--- src/rtl/wb_stage_pkg.sv ---
// Shared writeback/decode definitions: wb control-bit indices, register-index type,
// and the stage-register layout.
package wb_stage_pkg;

   localparam int WB_REGWRITE = 1;
   localparam int WB_MEMTOREG = 0;

   typedef logic [4:0] reg_idx_t;

   localparam reg_idx_t ZERO_REG = 5'd0;

   typedef struct packed {
      logic        valid;
      logic [1:0]  wb;
      reg_idx_t    dest;
      logic [31:0] alu;
      logic [31:0] mem;
   } wb_stage_reg_t;

endpackage

--- src/rtl/wb_stage_retire_counter.sv ---
// Saturating up-counter with enable; sticks at all-ones instead of wrapping.
module wb_retire_counter #(
   parameter int CNT_W = 32
) (
   input  logic             clk,
   input  logic             rst,
   input  logic             i_en,
   output logic [CNT_W-1:0] o_count
);

   logic [CNT_W-1:0] r_count;

   always_ff @(posedge clk or posedge rst) begin
      if (rst)
         r_count <= '0;
      else if (i_en && (r_count != '1))
         r_count <= r_count + CNT_W'(1);
   end

   assign o_count = r_count;

endmodule

--- src/rtl/wb_stage.sv ---
// Writeback stage: stage register, register-file write port, retire counter.
// Optional WB_BYPASS_EN adds same-cycle write/read forwarding toward decode.
module wb_stage
   import wb_stage_pkg::*;
#(
   parameter int CNT_W = 32
) (
   input  logic             clk,
   input  logic             rst,
   input  logic             valid_in,
   input  logic [1:0]       wb_in,
   input  logic [4:0]       dest_in,
   input  logic [31:0]      alu_in,
   input  logic [31:0]      mem_in,
   input  logic             hold,
   input  logic             flush,
   output logic             reg_write,
   output logic [4:0]       write_register,
   output logic [31:0]      write_data_reg,
   output logic             valid_out,
   output logic [CNT_W-1:0] retired
`ifdef WB_BYPASS_EN
   ,
   input  logic [4:0]       rs_q,
   input  logic [4:0]       rt_q,
   output logic             fwd_rs,
   output logic             fwd_rt,
   output logic [31:0]      fwd_data
`endif
);

   wb_stage_reg_t r_stage;
   logic          w_retire;

   // Flush wins over hold: a held slot can still be squashed, fields kept.
   always_ff @(posedge clk or posedge rst) begin
      if (rst)
         r_stage <= '0;
      else if (!hold)
         r_stage <= '{valid: valid_in & ~flush, wb: wb_in, dest: dest_in,
                      alu: alu_in, mem: mem_in};
      else if (flush)
         r_stage.valid <= 1'b0;
   end

   assign write_register = r_stage.dest;
   assign write_data_reg = r_stage.wb[WB_MEMTOREG] ? r_stage.mem : r_stage.alu;
   assign reg_write      = r_stage.valid & r_stage.wb[WB_REGWRITE] & ~hold
                           & (r_stage.dest != ZERO_REG);
   assign valid_out      = r_stage.valid;

   // Retire counts every live instruction leaving the stage, writer or not.
   assign w_retire = r_stage.valid & ~hold;

   wb_retire_counter #(.CNT_W(CNT_W)) u_retire (
      .clk     (clk),
      .rst     (rst),
      .i_en    (w_retire),
      .o_count (retired)
   );

`ifdef WB_BYPASS_EN
   assign fwd_rs   = reg_write & (write_register == rs_q);
   assign fwd_rt   = reg_write & (write_register == rt_q);
   assign fwd_data = write_data_reg;
`endif

endmodule
--- config.mk ---
export PLATFORM = sky130hd
export DESIGN_NAME = wb_stage
export DESIGN_NICKNAME = d
export VERILOG_FILES = /design/src/rtl/wb_stage_pkg.sv /design/src/rtl/wb_stage_retire_counter.sv /design/src/rtl/wb_stage.sv
export SDC_FILE = /design/constraint.sdc
export NUM_CORES = 1
export LEC_CHECK = 0
export CORE_ASPECT_RATIO = 1.4
export CORE_MARGIN = 10
export CORE_UTILIZATION = 30
export CTS_BUF_LIST = sky130_fd_sc_hd__clkbuf_8 sky130_fd_sc_hd__clkbuf_16
export CTS_CLUSTER_SIZE = 8
export DETAILED_ROUTE_END_ITERATION = 12
export GPL_TIMING_DRIVEN = 0
export REMOVE_ABC_BUFFERS = 1
export SLEW_MARGIN = 20
export SYNTH_ARGS = -nofsm -noshare
export SYNTH_HDL_FRONTEND = slang
export SYNTH_SLANG_ARGS = --single-unit
--- constraint.sdc ---
create_clock -name clk -period 8.08 [get_ports clk]
set_input_delay 1.616 -clock clk [delete_from_list [all_inputs] [get_ports clk]]
set_output_delay 1.616 -clock clk [all_outputs]
set_load 0.005 [all_outputs]
**The metal 1 layer**

Scale bar: 50 µm.
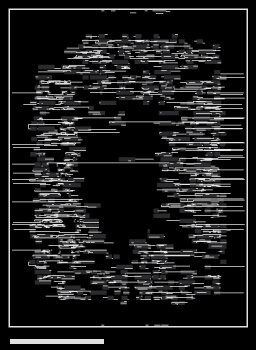
longest straight run: 64.4 µm
share of all routed wire: 41%
GR met1 Demand/Resource: 13.4%
via count: 3173
total wire length: 12100 µm

**Met2 routing**

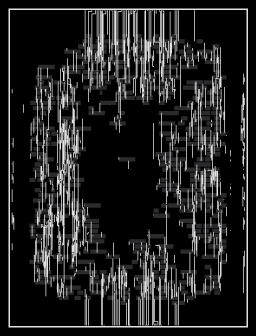
nets with wire on the layer: 508
wire length on this layer: 6260 µm
longest straight run: 54.2 µm
GRT met2 Usage: 20.0%

[cells in the mapped netlist, drive strengths merged (2+ instances only)]
master | count | area (µm²)
and4 | 4 | 37.5
nor3 | 2 | 21.3
inv | 4 | 15.0
nor4 | 2 | 27.5
nor2 | 6 | 22.5
and3 | 7 | 43.8
or3 | 3 | 28.8
nand4 | 10 | 68.8
mux2 | 104 | 1170
dfrtp | 104 | 2600
buf | 10 | 73.8
xor2 | 3 | 26.3
nand3 | 17 | 85.1
nand2 | 11 | 41.3
xnor2 | 26 | 228
clkbuf | 11 | 41.3
[layout make-up]
cell class              instances  area, µm²
repair buffers                149       1540
clock inverters                 6       66.3
flip-flops and latches        104       2600
fillers                      1409       8470
multi-input cells             208       1940
inverters                       4       20.0
clock buffers                  10        239
well taps                     192        240
==> out/qor.csv <==
metric,value,unit
xor-xnor portion of the synthesized cell area,5.44,%
cell total after placement,657,
register bit count reported by yosys,104,
most instantiated logic cell after routing,sky130_fd_sc_hd__clkdlybuf4s50_1,
maximum number of pins on one net before global-route repair,59,
met3 WL,693,µm
synthesis-to-finish area growth,42.4,%
Met1 Wirelength,4990,µm
clock sink count,104,
Avg Vias per Cell,4.71,
Reg with most FFs,r_stage,
achievable frequency,214,MHz
total count of max-transition violations in the final report,0,
hold slack,0.493,ns
clock group total power,449,µW
largest power group,registers,
final setup violation count,0,
layout net count,553,
slew of the pin with the lowest slew margin,1.01,ns
"arithmetic-cell share of the synthesized area counting full adders, half adders and majority gates",0.268,%
Core Box Area,15100,µm²
clk_skew,0.0120,ns
count of distinct cell types in the synthesized netlist,38,
Worst Setup Path Type,in -> out,
endpoint of the worst setup timing path,reg_write,
final core utilization,44.0,%
post-synthesis instance area,4670,µm²
Arrival @ worst endpoint,3.06,ns
worst setup slack before clock tree synthesis,3.38,ns
cell type of the slowest stage on the worst timing path,sky130_fd_sc_hd__clkdlybuf4s50_1,
min-delay src,u_retire.o_count[19]$_DFFE_PP0P_,
outcome,completed,
startpoint class of the critical path,input port,
count of mapped cells out of synthesis,337,
total combinational power,236,µW
"area fraction in and, or, nand and nor cells after synthesis",8.65,%
sequential power,600,µW
via count of the first global-routing pass,3588,
overall fraction of global-route tracks in use,11.6,%
Max Fanout on Critical Path,58,
depth of the most critical reg-to-reg path,5,
count of tool warnings,25,
switching part of the total power,24.0,%
antenna violations before repair,0,
part of the power in combinational logic,18.4,%
standard cell area after detailed placement,6340,µm²
FF-to-FF End,u_retire.o_count[13]$_DFFE_PP0P_,
HPWL reported at the end of detailed placement,9020,µm
post-synthesis chip area from yosys,4670,µm²
Final Hold Violating Endpoints,0,
router iterations before antenna repair,4,
Largest register FFs,66,
share of synthesized area spent on multiplexers,25.3,%
Post-DRT Antenna Nets,0,
busiest layer in global routing,met2,
met3 demand-to-capacity share in global routing,3.76,%
"crit path setup slack, layout",3.40,ns
post-synthesis compound-gate area fraction,1.82,%
Clk pwr share,34.9,%
wire length of the first global-routing pass,20000,µm
sequential fraction of design power,46.7,%
hold worst-path end,u_retire.o_count[19]$_DFFE_PP0P_,
mean area per synthesized cell,13.9,µm²
height of the die,168,µm
areal power density over the cells,193,nW/µm²
R2R Path Start,u_retire.o_count[14]$_DFFE_PP0P_,
sequential area share after synthesis,55.7,%
Synth Warn #,0,
DRT iter0 DRCs,157,
CTS Buf Count,9,
number of inserted diodes,0,
Internal,976,µW
RSZ-0062 raised after global routing,false,
CTS tree,done,
cell count in the Yosys report,337,
number of gates given a new drive strength after cts,0,
family with the most delay on the worst path,buffers and inverters,
Clock Pin Slew Worst Setup and Hold Paths,0.08,ns
sort of element at the end of the critical path,output pin,
Design Power,1.28,mW
hold-critical path depth,1,
timing startpoint of the critical path,hold,
aggregate negative setup slack,0,ns
gp weighted congestion,0.725,
clock latency at the later pin of the worst-skew pair,0.35,ns
H-tree depth,3,
maximum root-to-sink buffer count,2,
number of buffers inserted by port buffering,146,
floorplan core density,30.9,%
Power is estimated from default activity; no workload was simulated.
